### Port wiring

Scale: 1 px per um.
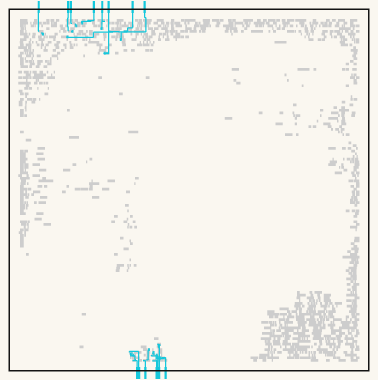
### Ports around the boundary

Scale: 1.5 px per um. Pins as bars across the die edge, other pins in grey.
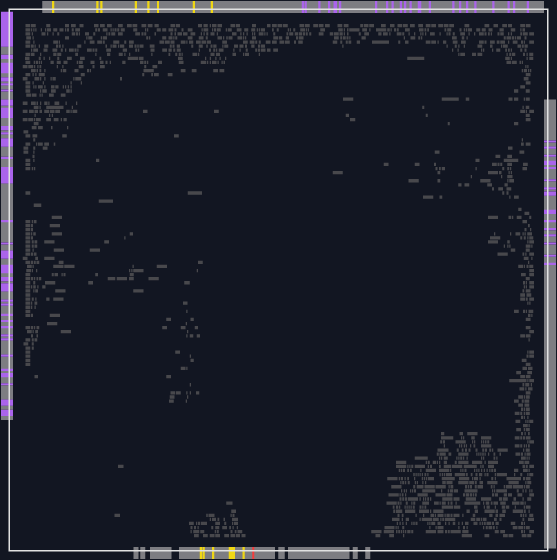
### Placement view

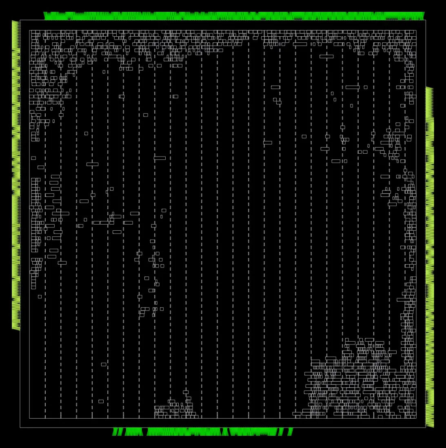
## config.mk

```make
export PLATFORM = sky130hd
export DESIGN_NAME = native_port_arbiter
export DESIGN_NICKNAME = d
export VERILOG_FILES = /design/src/rtl/native_port_arbiter.sv
export SDC_FILE = /design/constraint.sdc
export NUM_CORES = 1
export LEC_CHECK = 0
export ABC_AREA = 1
export CORE_AREA = 8 8 350 352
export DETAILED_ROUTE_END_ITERATION = 7
export DIE_AREA = 0 0 358 360
export HOLD_SLACK_MARGIN = 0.02
export SLEW_MARGIN = 5
export SYNTH_ARGS = -nofsm -noshare
export SYNTH_HDL_FRONTEND = slang
export SYNTH_SLANG_ARGS = --single-unit
```

## constraint.sdc

```tcl
create_clock -name clk -period 3.3 [get_ports clk]
set_clock_uncertainty 0.05 [all_clocks]
set_input_delay 0.66 -clock clk [delete_from_list [all_inputs] [get_ports clk]]
set_output_delay 0.66 -clock clk [all_outputs]
set_load 0.01 [all_outputs]
```

## src/rtl/native_port_arbiter.sv

```systemverilog
// rtl/native_port_arbiter.sv - round-robin arbiter sharing one native DDR port between two DMA masters
// Per-type owner FIFOs steer write data from, and read data back to, the master that issued each command.
module native_port_arbiter #(
  parameter int DDR_DATA_W  = 128,
  parameter int DDR_MASK_W  = DDR_DATA_W / 8,
  parameter int DDR_ADDR_W  = 28,
  parameter int OUTSTANDING = 8
) (
  input  logic                  clk,
  input  logic                  rst,
  input  logic                  u0_ncmd_valid_i,
  output logic                  u0_ncmd_ready_o,
  input  logic [DDR_ADDR_W-1:0] u0_ncmd_payload_addr_i,
  input  logic                  u0_ncmd_payload_we_i,
  input  logic                  u0_ncmd_payload_mw_i,
  input  logic                  u0_wdata_valid_i,
  output logic                  u0_wdata_ready_o,
  input  logic [DDR_DATA_W-1:0] u0_wdata_payload_data_i,
  input  logic [DDR_MASK_W-1:0] u0_wdata_payload_we_i,
  output logic                  u0_rdata_valid_o,
  input  logic                  u0_rdata_ready_i,
  output logic [DDR_DATA_W-1:0] u0_rdata_payload_data_o,
  input  logic                  u1_ncmd_valid_i,
  output logic                  u1_ncmd_ready_o,
  input  logic [DDR_ADDR_W-1:0] u1_ncmd_payload_addr_i,
  input  logic                  u1_ncmd_payload_we_i,
  input  logic                  u1_ncmd_payload_mw_i,
  input  logic                  u1_wdata_valid_i,
  output logic                  u1_wdata_ready_o,
  input  logic [DDR_DATA_W-1:0] u1_wdata_payload_data_i,
  input  logic [DDR_MASK_W-1:0] u1_wdata_payload_we_i,
  output logic                  u1_rdata_valid_o,
  input  logic                  u1_rdata_ready_i,
  output logic [DDR_DATA_W-1:0] u1_rdata_payload_data_o,
  output logic                  ncmd_valid_o,
  input  logic                  ncmd_ready_i,
  output logic [DDR_ADDR_W-1:0] ncmd_payload_addr_o,
  output logic                  ncmd_payload_we_o,
  output logic                  ncmd_payload_mw_o,
  output logic                  wdata_valid_o,
  input  logic                  wdata_ready_i,
  output logic [DDR_DATA_W-1:0] wdata_payload_data_o,
  output logic [DDR_MASK_W-1:0] wdata_payload_we_o,
  input  logic                  rdata_valid_i,
  output logic                  rdata_ready_o,
  input  logic [DDR_DATA_W-1:0] rdata_payload_data_i,
  output logic                  err_o
);

  localparam int PW = $clog2(OUTSTANDING);
  localparam int CW = PW + 1;

  logic                   r_prio;
  logic                   r_lock;
  logic                   r_lock_id;
  logic                   r_err;
  logic [OUTSTANDING-1:0] r_wmem;
  logic [OUTSTANDING-1:0] r_rmem;
  logic [PW-1:0]          r_wrp, r_wwp, r_rrp, r_rwp;
  logic [CW-1:0]          r_wcnt, r_rcnt;

  logic w_wfull, w_rfull, w_wempty, w_rempty;
  logic w_elig0, w_elig1, w_gnt, w_cmd_valid, w_cmd_fire, w_cmd_we;
  logic w_whead, w_rhead, w_wvalid, w_wpush, w_wpop, w_rready, w_rpush, w_rpop;

  assign w_wfull  = (r_wcnt == CW'(OUTSTANDING));
  assign w_rfull  = (r_rcnt == CW'(OUTSTANDING));
  assign w_wempty = (r_wcnt == '0);
  assign w_rempty = (r_rcnt == '0);

  // A requester is only eligible if the owner FIFO for its command type can take the push.
  assign w_elig0 = u0_ncmd_valid_i & ~(u0_ncmd_payload_we_i ? w_wfull : w_rfull);
  assign w_elig1 = u1_ncmd_valid_i & ~(u1_ncmd_payload_we_i ? w_wfull : w_rfull);

  assign w_gnt       = r_lock ? r_lock_id : ((w_elig0 & w_elig1) ? r_prio : w_elig1);
  assign w_cmd_valid = ~rst & (w_gnt ? w_elig1 : w_elig0);
  assign w_cmd_fire  = w_cmd_valid & ncmd_ready_i;
  assign w_cmd_we    = w_gnt ? u1_ncmd_payload_we_i : u0_ncmd_payload_we_i;

  assign ncmd_valid_o        = w_cmd_valid;
  assign u0_ncmd_ready_o     = w_cmd_valid & ~w_gnt & ncmd_ready_i;
  assign u1_ncmd_ready_o     = w_cmd_valid & w_gnt & ncmd_ready_i;
  assign ncmd_payload_addr_o = rst ? '0 : (w_gnt ? u1_ncmd_payload_addr_i : u0_ncmd_payload_addr_i);
  assign ncmd_payload_we_o   = ~rst & w_cmd_we;
  assign ncmd_payload_mw_o   = ~rst & (w_gnt ? u1_ncmd_payload_mw_i : u0_ncmd_payload_mw_i);

  assign w_whead              = r_wmem[r_wrp];
  assign w_wvalid             = ~rst & ~w_wempty & (w_whead ? u1_wdata_valid_i : u0_wdata_valid_i);
  assign wdata_valid_o        = w_wvalid;
  assign u0_wdata_ready_o     = ~rst & ~w_wempty & ~w_whead & wdata_ready_i;
  assign u1_wdata_ready_o     = ~rst & ~w_wempty & w_whead & wdata_ready_i;
  assign wdata_payload_data_o = rst ? '0 : (w_whead ? u1_wdata_payload_data_i : u0_wdata_payload_data_i);
  assign wdata_payload_we_o   = rst ? '0 : (w_whead ? u1_wdata_payload_we_i : u0_wdata_payload_we_i);
  assign w_wpush              = w_cmd_fire & w_cmd_we;
  assign w_wpop               = w_wvalid & wdata_ready_i;

  // With no owner recorded, an incoming read beat is accepted and dropped.
  assign w_rhead                 = r_rmem[r_rrp];
  assign u0_rdata_valid_o        = ~rst & ~w_rempty & ~w_rhead & rdata_valid_i;
  assign u1_rdata_valid_o        = ~rst & ~w_rempty & w_rhead & rdata_valid_i;
  assign u0_rdata_payload_data_o = rdata_payload_data_i;
  assign u1_rdata_payload_data_o = rdata_payload_data_i;
  assign w_rready                = ~rst & (w_rempty | (w_rhead ? u1_rdata_ready_i : u0_rdata_ready_i));
  assign rdata_ready_o           = w_rready;
  assign w_rpush                 = w_cmd_fire & ~w_cmd_we;
  assign w_rpop                  = ~w_rempty & rdata_valid_i & w_rready;

  assign err_o = r_err;

  always_ff @(posedge clk) begin
    if (rst) begin
      r_prio    <= 1'b0;
      r_lock    <= 1'b0;
      r_lock_id <= 1'b0;
      r_err     <= 1'b0;
      r_wmem    <= '0;
      r_rmem    <= '0;
      r_wrp     <= '0;
      r_wwp     <= '0;
      r_rrp     <= '0;
      r_rwp     <= '0;
      r_wcnt    <= '0;
      r_rcnt    <= '0;
    end else begin
      if (w_cmd_fire) begin
        r_prio <= ~w_gnt;
        r_lock <= 1'b0;
      end else if (w_cmd_valid) begin
        r_lock    <= 1'b1;
        r_lock_id <= w_gnt;
      end
      if (rdata_valid_i && w_rempty) begin
        r_err <= 1'b1;
      end
      if (w_wpush) begin
        r_wmem[r_wwp] <= w_gnt;
        r_wwp         <= r_wwp + PW'(1);
      end
      if (w_wpop) begin
        r_wrp <= r_wrp + PW'(1);
      end
      r_wcnt <= r_wcnt + CW'(w_wpush) - CW'(w_wpop);
      if (w_rpush) begin
        r_rmem[r_rwp] <= w_gnt;
        r_rwp         <= r_rwp + PW'(1);
      end
      if (w_rpop) begin
        r_rrp <= r_rrp + PW'(1);
      end
      r_rcnt <= r_rcnt + CW'(w_rpush) - CW'(w_rpop);
    end
  end

endmodule

```

==> impl_results.html <==
<h3>Flow metrics</h3>
<table>
<tr><th>Metric</th><th>Value</th></tr>
<tr><th colspan="2">Drt</th></tr>
<tr><td>Average vias per placed instance</td><td>2.94</td></tr>
<tr><td>Final wirelength</td><td>68.0 mm</td></tr>
<tr><td>Detail Route met2 WL</td><td>32.0 mm</td></tr>
<tr><td>Number of iterations in the first detailed-routing pass</td><td>5</td></tr>
<tr><th colspan="2">Global routing</th></tr>
<tr><td>Remaining global-route overflow</td><td>0</td></tr>
<tr><td>Met3 Usage GRT</td><td>5.15%</td></tr>
<tr><td>GR peak layer</td><td>met2</td></tr>
<tr><th colspan="2">Synth</th></tr>
<tr><td>Post-synth top area share</td><td>29.3%</td></tr>
<tr><td>Leading cell types by count after synthesis</td><td>sky130_fd_sc_hd__nor2_1 (417), sky130_fd_sc_hd__buf_4 (258), sky130_fd_sc_hd__o21ai_0 (193)</td></tr>
<tr><td>Ys flops</td><td>40</td></tr>
<tr><td>FFs w/ async S/R, synth</td><td>0%</td></tr>
<tr><td>Synthesized area divided by synthesized cell count</td><td>5.66 um2</td></tr>
<tr><td>Instance count of the mapped netlist</td><td>1168</td></tr>
<tr><td>Cell type with the largest total area</td><td>sky130_fd_sc_hd__buf_4</td></tr>
<tr><th colspan="2">Cells and area</th></tr>
<tr><td>Multi-input combinational cell count</td><td>761</td></tr>
<tr><td>Share of cells above drive strength 1</td><td>15.1%</td></tr>
<tr><td>Non-CTS inverters</td><td>46</td></tr>
<tr><td>Area of the multi-input gates</td><td>3600 um2</td></tr>
<tr><td>Most frequently placed logic cell in the final layout</td><td>sky130_fd_sc_hd__nor2_1</td></tr>
<tr><td>Data buffer area share</td><td>49.6%</td></tr>
<tr><td>Area used by sequential logic in the layout</td><td>806 um2</td></tr>
<tr><td>Nonclk buf count</td><td>640</td></tr>
<tr><td>Final #Nets</td><td>1999</td></tr>
<tr><td>Top class by area</td><td>non-clock buffers</td></tr>
<tr><td>Post-layout instance area</td><td>13400 um2</td></tr>
<tr><th colspan="2">Floorplanning</th></tr>
<tr><td>Core Region</td><td>117000 um2</td></tr>
<tr><td>Overall die width</td><td>358 um</td></tr>
<tr><td>Count of pins on the block boundary</td><td>927</td></tr>
<tr><th colspan="2">Critical path</th></tr>
<tr><td>Worst setup path startpoint</td><td>r_wrp[0]</td></tr>
<tr><td>Slowest cell on the critical path</td><td>sky130_fd_sc_hd__o211ai_1</td></tr>
<tr><td>Required arrival time at the worst endpoint</td><td>2.59 ns</td></tr>
<tr><td>Worst setup path category</td><td>reg2out</td></tr>
<tr><td>Cell chain of the critical path</td><td>o21ai_1 -&gt; o211ai_1 -&gt; nand2_8 -&gt; buf_12 -&gt; inv_16 -&gt; bufbuf_16 -&gt; buf_6 -&gt; nor2_1 -&gt; nor2_2 -&gt; buf_12</td></tr>
<tr><th colspan="2">Power and ir drop</th></tr>
<tr><td>Total Power Consumption</td><td>4740 uW</td></tr>
<tr><td>Part of the total power dissipated in the clock network</td><td>12.5%</td></tr>
<tr><td>Power density over the cells</td><td>354 nW/um2</td></tr>
<tr><th colspan="2">Placement</th></tr>
<tr><td>Setup slack at placement</td><td>-0.224 ns</td></tr>
<tr><td>Port-buffer cells</td><td>542</td></tr>
<tr><th colspan="2">Hold path</th></tr>
<tr><td>Hold/Removal Path Class</td><td>reg2reg</td></tr>
<tr><th colspan="2">Flow run</th></tr>
<tr><td>Max cap viols</td><td>0</td></tr>
<tr><th colspan="2">Timing</th></tr>
<tr><td>Worst relative slew slack</td><td>68.8%</td></tr>
<tr><td>Final slew viol count</td><td>0</td></tr>
<tr><td>Post-route clock period utilization</td><td>98.0%</td></tr>
<tr><td>Final Critical Period</td><td>3.23 ns</td></tr>
<tr><th colspan="2">Clocking</th></tr>
<tr><td>Clock transition at the registers of the reported paths</td><td>0.06 ns</td></tr>
<tr><td>Clk root buf</td><td>sky130_fd_sc_hd__clkbuf_16</td></tr>
<tr><th colspan="2">Status</th></tr>
<tr><td>Outcome</td><td>complete, no violations</td></tr>
</table>
About 'Port wiring':
u1_wdata_payload_we_i: marked cyan, bits 16, direction input, edge 8 south, 8 north, end cells 16, buffers 16, wire 507 um.

About 'Ports around the boundary':
u1_wdata_payload_we_i: marked yellow, pins 16, direction input, edge 8 south, 8 north. u0_wdata_payload_data_i: marked purple, pins 128, direction input, edge 86 west, 24 north, 18 east. u1_rdata_valid_o: marked red, pins 1, direction output, edge south.

About 'Placement view':
core utilization of the finished layout: 11.5%
fill cell count: 13600
final cell count without fillers: 3049

-- kinds of logic after synthesis --
| logic type | after synthesis | synth area share [%] |
|---|---|---|
| flops | 40 | 12.1 |
| simple gates | 507 | 30.0 |
| xor+xnor | 3 | 0.397 |
| fa+ha+maj | 18 | 3.63 |
| compound gates | 233 | 18.0 |
| buf+inv | 367 | 35.9 |
-- power groups by stage --
stage          logic [uW]  registers, uW  clock network [uW]
2_1_floorplan        1530            595                   0
3_3_place_gp         3440            602                   0
3_5_place_dp         3450            605                   0
4_1_cts              3610            596                 604
5_1_grt              3870            605                 633
6_report             3550            598                 591
No activity file was given, so power comes from the tool's default toggle rates.
